run_1/final_congestion.png
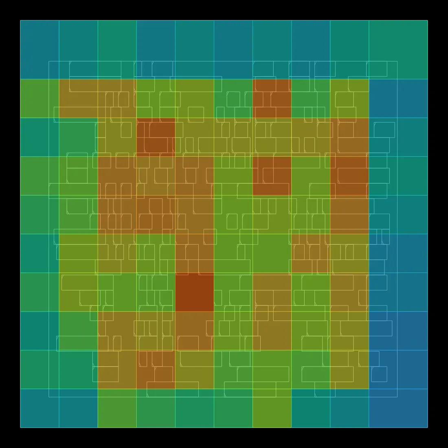
run_1/met3.png
Cells faint in the background.
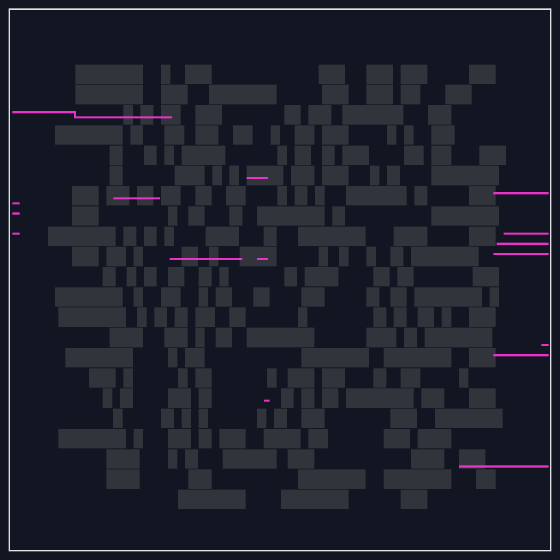
run_1/drive_strength.png
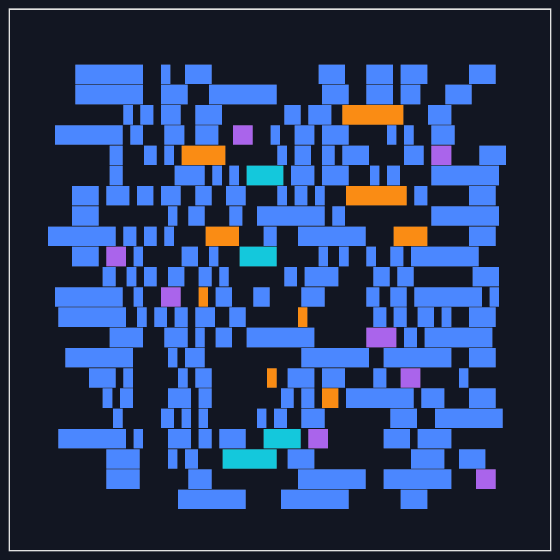
`config.mk`:
```
export PLATFORM = sky130hd
export DESIGN_NAME = digi_ota_scan_ctrl
export DESIGN_NICKNAME = d
export VERILOG_FILES = /design/src/rtl/digi_ota_scan_ctrl.sv
export SDC_FILE = /design/constraint.sdc
export NUM_CORES = 1
export LEC_CHECK = 0
export CELL_PAD_IN_SITES_DETAIL_PLACEMENT = 1
export CELL_PAD_IN_SITES_GLOBAL_PLACEMENT = 1
export CORE_MARGIN = 5
export CORE_UTILIZATION = 39
export DETAILED_ROUTE_END_ITERATION = 12
export PLACE_DENSITY_LB_ADDON = 0.1
export SLEW_MARGIN = 15
export SYNTH_ARGS = -nofsm -noshare
export SYNTH_HDL_FRONTEND = slang
export SYNTH_SLANG_ARGS = --single-unit
export TNS_END_PERCENT = 10
```
`constraint.sdc`:
```
create_clock -name clk -period 1.9 [get_ports clk]
set_input_delay 0.38 -clock clk [delete_from_list [all_inputs] [get_ports clk]]
set_output_delay 0.38 -clock clk [all_outputs]
set_load 0.005 [all_outputs]
```
`src/rtl/digi_ota_scan_ctrl.sv`:
```
// Sequencer that time-shares one digital OTA between NCH differential pairs.
// Define DIGI_OTA_UNANIMOUS_EN to store a bit only when all samples agree.
module digi_ota_scan_ctrl #(
  parameter int unsigned NCH    = 4,
  parameter int unsigned SETTLE = 3,
  parameter int unsigned NSAMP  = 5
) (
  input  logic                     clk,
  input  logic                     rst_n,
  input  logic                     ena,
  input  logic                     start,
  input  logic [NCH-1:0]           ch_mask,
  input  logic [NCH-1:0]           vip_ch,
  input  logic [NCH-1:0]           vin_ch,
  output logic                     ota_vip,
  output logic                     ota_vin,
  input  logic                     ota_out,
  output logic [NCH-1:0]           result,
  output logic                     res_valid,
  output logic                     busy,
  output logic [$clog2(NCH)-1:0]   cur_ch
);

  localparam int unsigned ChW = $clog2(NCH);
  localparam int unsigned SetW = (SETTLE > 1) ? $clog2(SETTLE) : 1;
  localparam int unsigned OnesW = $clog2(NSAMP + 1);
  localparam logic [SetW-1:0] SettleLast = SetW'(SETTLE - 1);
  localparam logic [OnesW-1:0] SampLast = OnesW'(NSAMP - 1);
`ifdef DIGI_OTA_UNANIMOUS_EN
  localparam logic [OnesW-1:0] SampAll = OnesW'(NSAMP);
`else
  localparam logic [OnesW-1:0] SampHalf = OnesW'(NSAMP / 2);
`endif

  typedef enum logic [2:0] {
    StIdle, StSelect, StSettle, StSample, StStore, StDone
  } state_e;

  state_e             state_q;
  logic [NCH-1:0]     mask_q;
  logic [SetW-1:0]    settle_q;
  logic [OnesW-1:0]   samp_q;
  logic [OnesW-1:0]   ones_q;
  logic [ChW-1:0]     next_ch;

  // Lowest remaining channel: scan downward so the lowest set bit wins.
  always_comb begin
    next_ch = '0;
    for (int i = int'(NCH) - 1; i >= 0; i--) begin
      if (mask_q[i]) next_ch = ChW'(i);
    end
  end

  always_ff @(posedge clk or negedge rst_n) begin
    if (!rst_n) begin
      state_q   <= StIdle;
      mask_q    <= '0;
      settle_q  <= '0;
      samp_q    <= '0;
      ones_q    <= '0;
      ota_vip   <= 1'b0;
      ota_vin   <= 1'b0;
      result    <= '0;
      res_valid <= 1'b0;
      busy      <= 1'b0;
      cur_ch    <= '0;
    end else if (ena) begin
      res_valid <= 1'b0;
      unique case (state_q)
        StIdle: begin
          ota_vip <= 1'b0;
          ota_vin <= 1'b0;
          cur_ch  <= '0;
          if (start && (|ch_mask)) begin
            mask_q  <= ch_mask;
`ifndef DIGI_OTA_UNANIMOUS_EN
            result  <= '0;
`endif
            busy    <= 1'b1;
            state_q <= StSelect;
          end
        end
        StSelect: begin
          cur_ch          <= next_ch;
          ota_vip         <= vip_ch[next_ch];
          ota_vin         <= vin_ch[next_ch];
          mask_q[next_ch] <= 1'b0;
          settle_q        <= SettleLast;
          state_q         <= StSettle;
        end
        StSettle: begin
          ota_vip <= vip_ch[cur_ch];
          ota_vin <= vin_ch[cur_ch];
          if (settle_q == '0) begin
            ones_q  <= '0;
            samp_q  <= '0;
            state_q <= StSample;
          end else begin
            settle_q <= settle_q - 1'b1;
          end
        end
        StSample: begin
          ota_vip <= vip_ch[cur_ch];
          ota_vin <= vin_ch[cur_ch];
          ones_q  <= ones_q + OnesW'(ota_out);
          if (samp_q == SampLast) begin
            state_q <= StStore;
          end else begin
            samp_q <= samp_q + 1'b1;
          end
        end
        StStore: begin
`ifdef DIGI_OTA_UNANIMOUS_EN
          // Split votes leave the previous decision untouched.
          if (ones_q == '0) begin
            result[cur_ch] <= 1'b0;
          end else if (ones_q == SampAll) begin
            result[cur_ch] <= 1'b1;
          end
`else
          result[cur_ch] <= (ones_q > SampHalf);
`endif
          if (|mask_q) begin
            state_q <= StSelect;
          end else begin
            res_valid <= 1'b1;
            state_q   <= StDone;
          end
        end
        StDone: begin
          busy    <= 1'b0;
          cur_ch  <= '0;
          ota_vip <= 1'b0;
          ota_vin <= 1'b0;
          state_q <= StIdle;
        end
        default: state_q <= StIdle;
      endcase
    end
  end

endmodule

```
==> impl_metrics.csv, run 1 <==
group,metric,value,unit
run_status,status,"finished clean",
placement,dp_cells,238,
synth,top_area_share,41.0,%
placement,dp_worst_setup_slack,-21.7,ps
cells_and_area,combAreaFraction,42.2,%
timing,fin_crit_sh,95.7,%
floorplanning,tap-cell-count,48,
synth,ys_seq_share,41.0,%
critical_path,slowest_delay,590,ps
synth,async_flop_share,100,%
timing,whs,459,ps
critical_path,path_buffers,1,
synth,syn_nets,187,
clock_network,clk_pin_slew,100,ps
clock_network,cts_setup_buffers,0,
synth,synth_top_flop_cell,"dfrtp_1",
synth,top_cell,"dfrtp_1",
timing,rsz0062_at_grt,"no",
route,wl_met1,1920,microns
synth,ys_warn_count,0,
global_routing,grt.overflow.total,0,
cells_and_area,layout.cells.most_common,"clkdlybuf4s50_1",
critical_path,r2r_slack,280,ps
timing,fin_crit,1820,ps
timing,finalHoldViolCount,0,
cells_and_area,sh_seq_area,32.7,%
cells_and_area,diodes,0,
floorplanning,die_area,5260,sq um
critical_path,critPathKind,"flop to output pin",
cells_and_area,comb_area,806,sq um
placement,gp_congestion,0.775,
cells_and_area,biggestCellCategory,"multi-input combinational cells",
synth,ys_top_cells_by_count,"25 x dfrtp_1, 19 x nand2_1, 15 x o21ai_1",
cells_and_area,buffer_area_share,17.0,%
synth,aoi_share,26.3,%
cells_and_area,nNetsFinal,217,
power,leakage,0.804,nW
critical_path,crit_path_end_kind,"output pin",
power,totalPowerFinal,2.72,mW
route,wl_met3,89,microns
clock_network,clk_latency,280,ps
power,p_per_area,1420,nW/um^2
route,post-route-drc-count,0,
clock_network,htreeDepth,1,
critical_path,crit_path_end,"cur_ch[1]",
critical_path,crit_start,"cur_ch[1]$_DFFE_PN0P_",
global_routing,first_global_vias,1459,
route,via_per_inst,5.58,
synth,synth-edff-count,0,
synth,synthTopLogicFamily,"AND-OR/OR-AND gates",
clock_network,clk_path_buf_depth,2,
flow_run,warnings,27,
critical_path,r2r_cells,3,
synth,ys_sh_simple,18.1,%
## Picture notes: final_congestion.png
Wirelength per Cell: 16.7 microns
Core Util, Final: 51.4%
Most Crowded Layer GR: met2
gr usage total: 16.7%
GRT met1 Usage: 21.7%

## Picture notes: met3.png
longest straight run: 12.9 microns
wire length on this layer: 89.5 microns
M3 GR Usage: 2.22%
DRT Wirelength: 4050 microns

## Picture notes: drive_strength.png
| colour | size | cells | most used |
|---|---|---|---|
| purple | drive 3 to 4 | 8 | buf_4 |
| orange | drive 2 | 9 | inv_2 |
| blue | drive 1 or less | 173 | clkdlybuf4s50_1 |
| cyan | drive 6 and up | 4 | clkbuf_8 |
Non-clk bufs: 33
Area growth syn-to-layout: 25.2%
final instance area: 1910 sq um

==> run 1: flip-flops by register name, summed over array words and instances, names as in the netlist <==
signal	count
result	4
busy	1
samp_q	3
res_valid	1
ones_q	3
state_q	3
cur_ch	2
ota_vin	1
mask_q	4
ota_vip	1
settle_q	2
==> run 1: where the power goes <==
part	total, mW	leakage [nW]	switching (mW)	internal, mW
clock network	0.329	0.0217	0.180	0.149
logic	1.29	0.475	0.646	0.647
registers	1.10	0.308	0.350	0.748
==> run 1: worst register-to-register path, cell delays in order, from the launching register on <==
cell and delay (ps):
dfrtp_1 550, buf_4 250, or4_4 550, o21ai_1 190
==> run 2: changes to the inputs <==
- CORE_MARGIN: 5 -> 2
- CORE_UTILIZATION: 39 -> 36
- RECOVER_POWER: not set -> 50
- clock period: 1.9 -> 1.6 ns (I/O delays scaled with it)
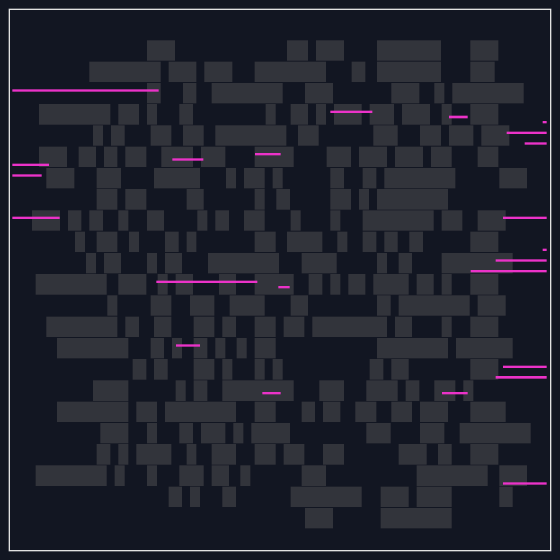
run_2/met3.png
Cells faint in the background.
longest straight run: 18.4 microns
main direction: horizontal
share of all routed wire: 2.7%
nets with wire on the layer: 19
wire length on this layer: 113 microns
DRT Wirelength: 4150 microns
M3 GR Usage: 2.34%
Vias: 1414

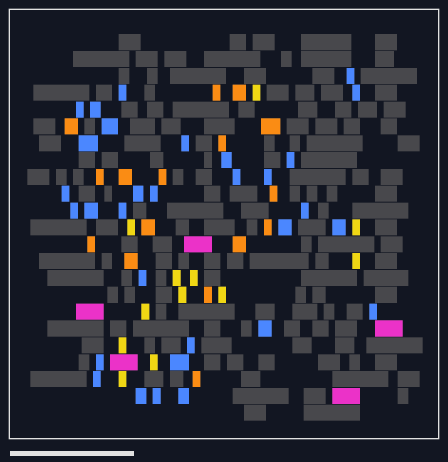
run_2/gate_families.png
The bar under the picture is 20 microns long.
| colour | family | cells |
|---|---|---|
| blue | NAND gates | 31 |
| yellow | inverters | 12 |
| orange | NOR gates | 16 |
| magenta | adder and majority cells | 5 |
Layout Cells excl Fill: 262
dominant logic cell type in the layout: clkdlybuf4s50_1

==> impl_metrics.csv, run 2 <==
group,metric,value,unit
run_status,status,"finished clean",
critical_path,r2r-start,"state_q[1]$_DFFE_PN0P_",
synth,synth_top_flop_cell,"dfrtp_1",
global_routing,met1_usage,24.5,%
synth,ys_top_cells_by_count,"25 x dfrtp_1, 19 x nand2_1, 15 x o21ai_1",
power,powerComb,1.84,mW
timing,fin_crit,1520,ps
synth,synth_cells,165,
floorplanning,initCoreUtil,37.9,%
synth,aoi_share,26.3,%
clock_network,tritoncts,"built",
critical_path,worstReg2RegEnd,"state_q[2]$_DFFE_PN0P_",
synth,ys_seq_share,41.0,%
power,p_per_area,1690,nW/um^2
synth,synth-edff-count,0,
cells_and_area,reg_top3,"mask_q x4, result x4",
placement,dp_cells,257,
clock_network,clk_pin_slew,90,ps
route,post-route-drc-count,0,
critical_path,r2r_slack,90,ps
route,wl_met1,2000,microns
cells_and_area,area_growth_syn_to_layout,33.8,%
power,p_clk,0.405,mW
power,seq_power,1.20,mW
clock_network,htreeDepth,1,
flow_run,warnings,27,
clock_network,postCtsHoldBufs,0,
global_routing,busiest_layer,"met2",
synth,top_area_share,41.0,%
global_routing,grtUsageTotal,18.5,%
clock_network,clk_latency,280,ps
timing,rsz0062_at_grt,"no",
critical_path,crit_path_end_kind,"flop",
synth,syn_nets,187,
route,wl_met3,112,microns
critical_path,path_buffers,1,
route,via_per_inst,5.40,
power,irDropWorstVdd,0.672,mV
synth,ys_warn_count,0,
power,seqPwrFrac,34.9,%
power,p_int,2.01,mW
critical_path,r2r_cells,4,
power,clock_power_share,11.8,%
cells_and_area,nNetsFinal,235,
global_routing,grt_pass1_wl,7320,microns
timing,whs,490,ps
synth,xor_share,0,%
synth,synthTopLogicFamily,"AND-OR/OR-AND gates",
critical_path,crit_start,"ch_mask[1]",
route,wire_per_inst,15.9,microns
power,p_sw,1.44,mW
global_routing,first_global_vias,1561,
flow_run,drv_cap,0,
synth,ys_sh_simple,18.1,%
cells_and_area,diodes,0,
timing,fin_crit_sh,94.8,%
global_routing,grt.overflow.total,0,
placement,gp_congestion,0.803,
power,p_comb_share,53.3,%
power,top_power_group,"combinational cells",
critical_path,critPathKind,"primary input to flop",
timing,finalHoldViolCount,0,
floorplanning,die_area,4780,sq um
placement,dp_worst_setup_slack,-243,ps
synth,top_cell,"dfrtp_1",
power,leakage,0.890,nW
power,totalPowerFinal,3.45,mW
cells_and_area,final_cell_area,2040,sq um
critical_path,slowest_delay,490,ps
synth,yosys_area,1530,sq um
==> run 2: layout make-up <==
class                      instances  area, sq um  area share (%)
clock buffer                       4         45.0            2.21
sequential                        25          627            30.7
multi-input combinational        120          808            39.6
timing repair buffer              51          454            22.2
tap                               50         62.6            3.06
inverter                          12         45.0            2.21
==> run 2: what timing repair did <==
action,CTS,global route
setup endpoints to repair,1,3
resized,0,2
setup buffers,1,0
==> run 2: worst max path at each step <==
stage                                  endpoint  slack, ps
after detailed placement    ota_vin$_DFFE_PN0P_       -240
final                     result[1]$_DFFE_PN0P_         80
after CTS                   ota_vin$_DFFE_PN0P_         50
after global placement    result[1]$_DFFE_PN0P_       -170
after floorplan           samp_q[1]$_DFFE_PN0P_        280
after global routing      samp_q[2]$_DFFE_PN0P_          2
Power and IR drop assume default switching activity.
